Figure 1. Placed cells, one colour a class.
Fill, decap, tap and diode cells in grey.
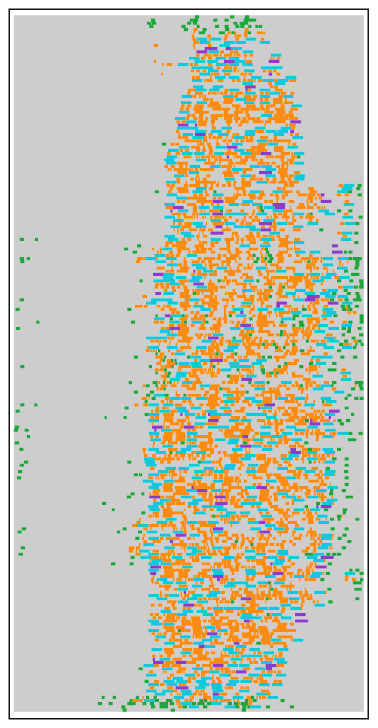
Figure 2. Cell outlines without signal wires.
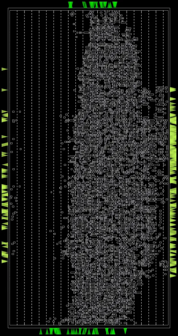
Figure 3. Pin map.
Pins as bars across the die edge, other pins in grey.
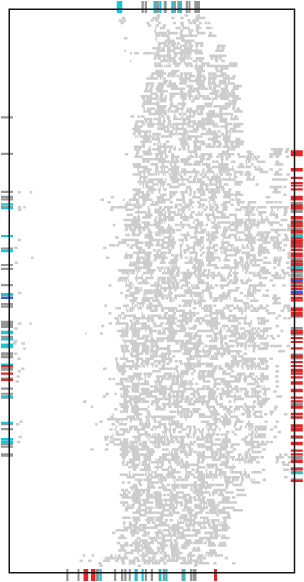
Figure 4. Clock network drawn from the DEF.
Scale bar: 100 um.
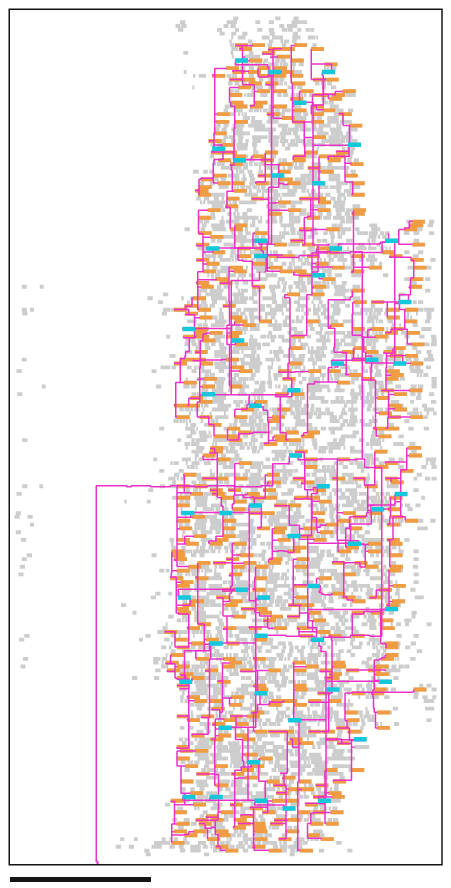
--- src/rtl/regfile_mp.sv ---
// Multi-port register file: NUM_RD registered read lanes, two GPR write ports,
// and a dedicated PC entry with a constant read offset and fetch-side load port.
module regfile_mp #(
   parameter int DATA_W = 32,
   parameter int ADDR_W = 4,
   parameter int NUM_RD = 3,
   parameter int PC_IDX = 15,
   parameter int PC_OFS = 8,
   parameter int BYPASS = 1
) (
   input  logic                     CLK,
   input  logic                     RST,
   input  logic                     RD_EN,
   input  logic [NUM_RD*ADDR_W-1:0] RA,
   output logic [NUM_RD*DATA_W-1:0] RD,
   input  logic                     WE0,
   input  logic [ADDR_W-1:0]        WA0,
   input  logic [DATA_W-1:0]        WD0,
   input  logic                     WE1,
   input  logic [ADDR_W-1:0]        WA1,
   input  logic [DATA_W-1:0]        WD1,
   input  logic                     PC_WE,
   input  logic [DATA_W-1:0]        PC_IN,
   output logic [DATA_W-1:0]        PC_OUT
);

   localparam int DEPTH = 2 ** ADDR_W;
   localparam logic [ADDR_W-1:0] PC_ADDR   = ADDR_W'(PC_IDX);
   localparam logic [DATA_W-1:0] PC_OFFSET = DATA_W'(PC_OFS);

   if (PC_IDX < 0 || PC_IDX >= DEPTH) begin : g_bad_pc_idx
      $error("regfile_mp: PC_IDX must lie inside the register file");
   end
   if (NUM_RD < 1 || NUM_RD > 8) begin : g_bad_num_rd
      $error("regfile_mp: NUM_RD must be between 1 and 8");
   end

   logic [DATA_W-1:0] mem [DEPTH];
   logic [DEPTH-1:0]  hit0;
   logic [DEPTH-1:0]  hit1;

   always_comb begin
      hit0 = '0;
      hit1 = '0;
      if (WE0) hit0[WA0] = 1'b1;
      if (WE1) hit1[WA1] = 1'b1;
   end

   // Per-entry priority: port 1, then port 0, then the fetch-side PC load.
   always_ff @(posedge CLK or posedge RST) begin
      if (RST) begin
         for (int i = 0; i < DEPTH; i++) mem[i] <= '0;
      end else begin
         for (int i = 0; i < DEPTH; i++) begin
            if (hit1[i])                 mem[i] <= WD1;
            else if (hit0[i])            mem[i] <= WD0;
            else if (i == PC_IDX && PC_WE) mem[i] <= PC_IN;
         end
      end
   end

   assign PC_OUT = mem[PC_IDX];

   for (genvar k = 0; k < NUM_RD; k++) begin : g_lane
      logic [ADDR_W-1:0] ra;
      logic [DATA_W-1:0] src;
      logic [DATA_W-1:0] nxt;
      logic [DATA_W-1:0] rd_q;

      assign ra = RA[k*ADDR_W +: ADDR_W];

      // PC_IN is deliberately not forwarded; only GPR writes bypass.
      always_comb begin
         src = mem[ra];
         if (BYPASS != 0) begin
            if (WE1 && WA1 == ra)      src = WD1;
            else if (WE0 && WA0 == ra) src = WD0;
         end
         nxt = (ra == PC_ADDR) ? src + PC_OFFSET : src;
      end

      always_ff @(posedge CLK or posedge RST) begin
         if (RST)        rd_q <= '0;
         else if (RD_EN) rd_q <= nxt;
      end

      assign RD[k*DATA_W +: DATA_W] = rd_q;
   end

endmodule

--- config.mk ---
export PLATFORM = sky130hd
export DESIGN_NAME = regfile_mp
export DESIGN_NICKNAME = d
export VERILOG_FILES = /design/src/rtl/regfile_mp.sv
export SDC_FILE = /design/constraint.sdc
export NUM_CORES = 2
export LEC_CHECK = 0
export CORE_ASPECT_RATIO = 2
export CORE_MARGIN = 3
export CORE_UTILIZATION = 25
export DETAILED_ROUTE_END_ITERATION = 16
export HOLD_SLACK_MARGIN = 0.03
export RECOVER_POWER = 50
export SETUP_SLACK_MARGIN = 0.15
export SLEW_MARGIN = 5
export SYNTH_ARGS = -nofsm -noshare
export SYNTH_HDL_FRONTEND = slang
export SYNTH_SLANG_ARGS = --single-unit
--- constraint.sdc ---
create_clock -name CLK -period 21.3 [get_ports CLK]
set_clock_uncertainty 0.1 [all_clocks]
set_input_delay 4.26 -clock CLK [delete_from_list [all_inputs] [get_ports CLK]]
set_output_delay 4.26 -clock CLK [all_outputs]
set_load 0.02 [all_outputs]
==> impl_metrics.csv <==
group,metric,value,unit
routing,met3_length,22.6,mm
routing,routedWlPerCell,31.3,um
floorplan,chip_area,0.185,mm2
pwr,power,0.00445,W
setup_path,cp-endpoint,"mem[486]",
clocking,cts_made_buffers,54,
routing,drc,0,
sta,tightestPinTransition,8620,ps
global_route,top_usage_layer,"met2",
synthesis,edf_count,0,
sta,whs,380,ps
synthesis,synthFlopType,"dfrtp_1",
setup_path,worstPathArrival,12110,ps
cells_and_area,logic_area,0.0267,mm2
run,maxCapViolCount,17,
cells_and_area,sh_seq_area,0.302,
pwr,p_int,0.00280,W
cells_and_area,fin_area,0.0505,mm2
cells_and_area,buf_share,0.0691,
sta,report.final.slew_viol_count,753,
setup_path,crit_start,"RST",
synthesis,top_cell,"mux2i_1",
floorplan,die_w,306,um
cells_and_area,nets,4422,
run,openroad.warnings,32,
sta,setup_viol,0,
clocking,clk_latency,710,ps
setup_path,crit_fanout,146,
synthesis,ys.flops,608,
pwr,clk-power,0.00116,W
outcome,violations,"capacitance limit, slew limit",
sta,hold_viol_final,0,
synthesis,synth_top_cell_by_area,"dfrtp_1",
pwr,pg_seq,0.00176,W
global_route,grtUsageMet3,0.0672,
placement,dpl_cell_area,0.0485,mm2
sta,slew_headroom,-4.75,
pwr,pg_comb,0.00154,W
setup_path,cp.depth,3,
synthesis,synth_cell_type_count,105,
cells_and_area,seq_cells,608,
cells_and_area,inverters_excl_clock,22,
global_route,grt_pass1_wl,295,mm
synthesis,mux_share,0.323,
routing,vias,38600,
floorplan,die_y,606,um
global_route,grt_usage,0.221,
pwr,swShare,0.371,
setup_path,start_kind,"input port",
synthesis,fa_ha_area_frac,0.000835,
global_route,use_met2,0.347,
synthesis,ys_sh_simple,0.115,
routing,maxUsedRoutingLayer,"met5",
synthesis,topCombFamilyByArea,"multiplexers",
synthesis,synth_seq_share,0.339,
pwr,power_frac_comb,0.345,
pwr,p_sw,0.00165,W
placement,port_buffers,249,
setup_path,ff2ff_path_depth,8,
routing,wl_met1,72.0,mm
clocking,htree_levels,2,
cells_and_area,buffers_excl_clock,389,
outcome,status,"complete, but fails checks",
synthesis,synth_async_sr_flop_share,1.00,
cells_and_area,fillers,18300,
placement,place_ws,11720,ps
routing,first_pass_iters,6,
cells_and_area,nClkBuffers,74,
clocking,cts_root_buf,"clkbuf_16",
clocking,cts_buffer_depth,3,
routing,vias_per_cell,5.78,
floorplan,boundaryPins,250,
cells_and_area,clk_share,0.0398,
clocking,cts_tree,"done",
Back to the opening pictures, Figure 1:
legend:
  purple:
    class: clock drivers and dummy loads
    cells: 102
    share_of_their_area: 4.2%
  green:
    class: remaining buffers and delay cells
    cells: 389
    share_of_their_area: 7.3%
  cyan:
    class: sequential cells
    cells: 608
    share_of_their_area: 32%
  orange:
    class: remaining logic cells
    cells: 3244
    share_of_their_area: 56%

Back to the opening pictures, Figure 2:
row cnt: 219
post-layout util: 0.283
post-route non-filler standard cell count: 6672

Back to the opening pictures, Figure 3:
legend:
  blue:
    port: `WA1`
    pins: 4
    direction: input
    edge: 3 right, 1 left
  cyan:
    port: `PC_IN`
    pins: 32
    direction: input
    edge: 15 left, 8 top, 6 bottom, 3 right
  red:
    port: `RD`
    pins: 96
    direction: output
    edge: 85 right, 8 bottom, 3 left
all pins by edge: 131 right, 57 left, 35 bottom, 27 top

Back to the opening pictures, Figure 4:
legend:
  magenta:
    item: clock wires
    length: 9720 um
  cyan:
    item: clock-net drivers
    count: 54
  orange:
    item: flip-flops
    count: 608
routed clock nets: 55

Power and IR drop assume default switching activity.
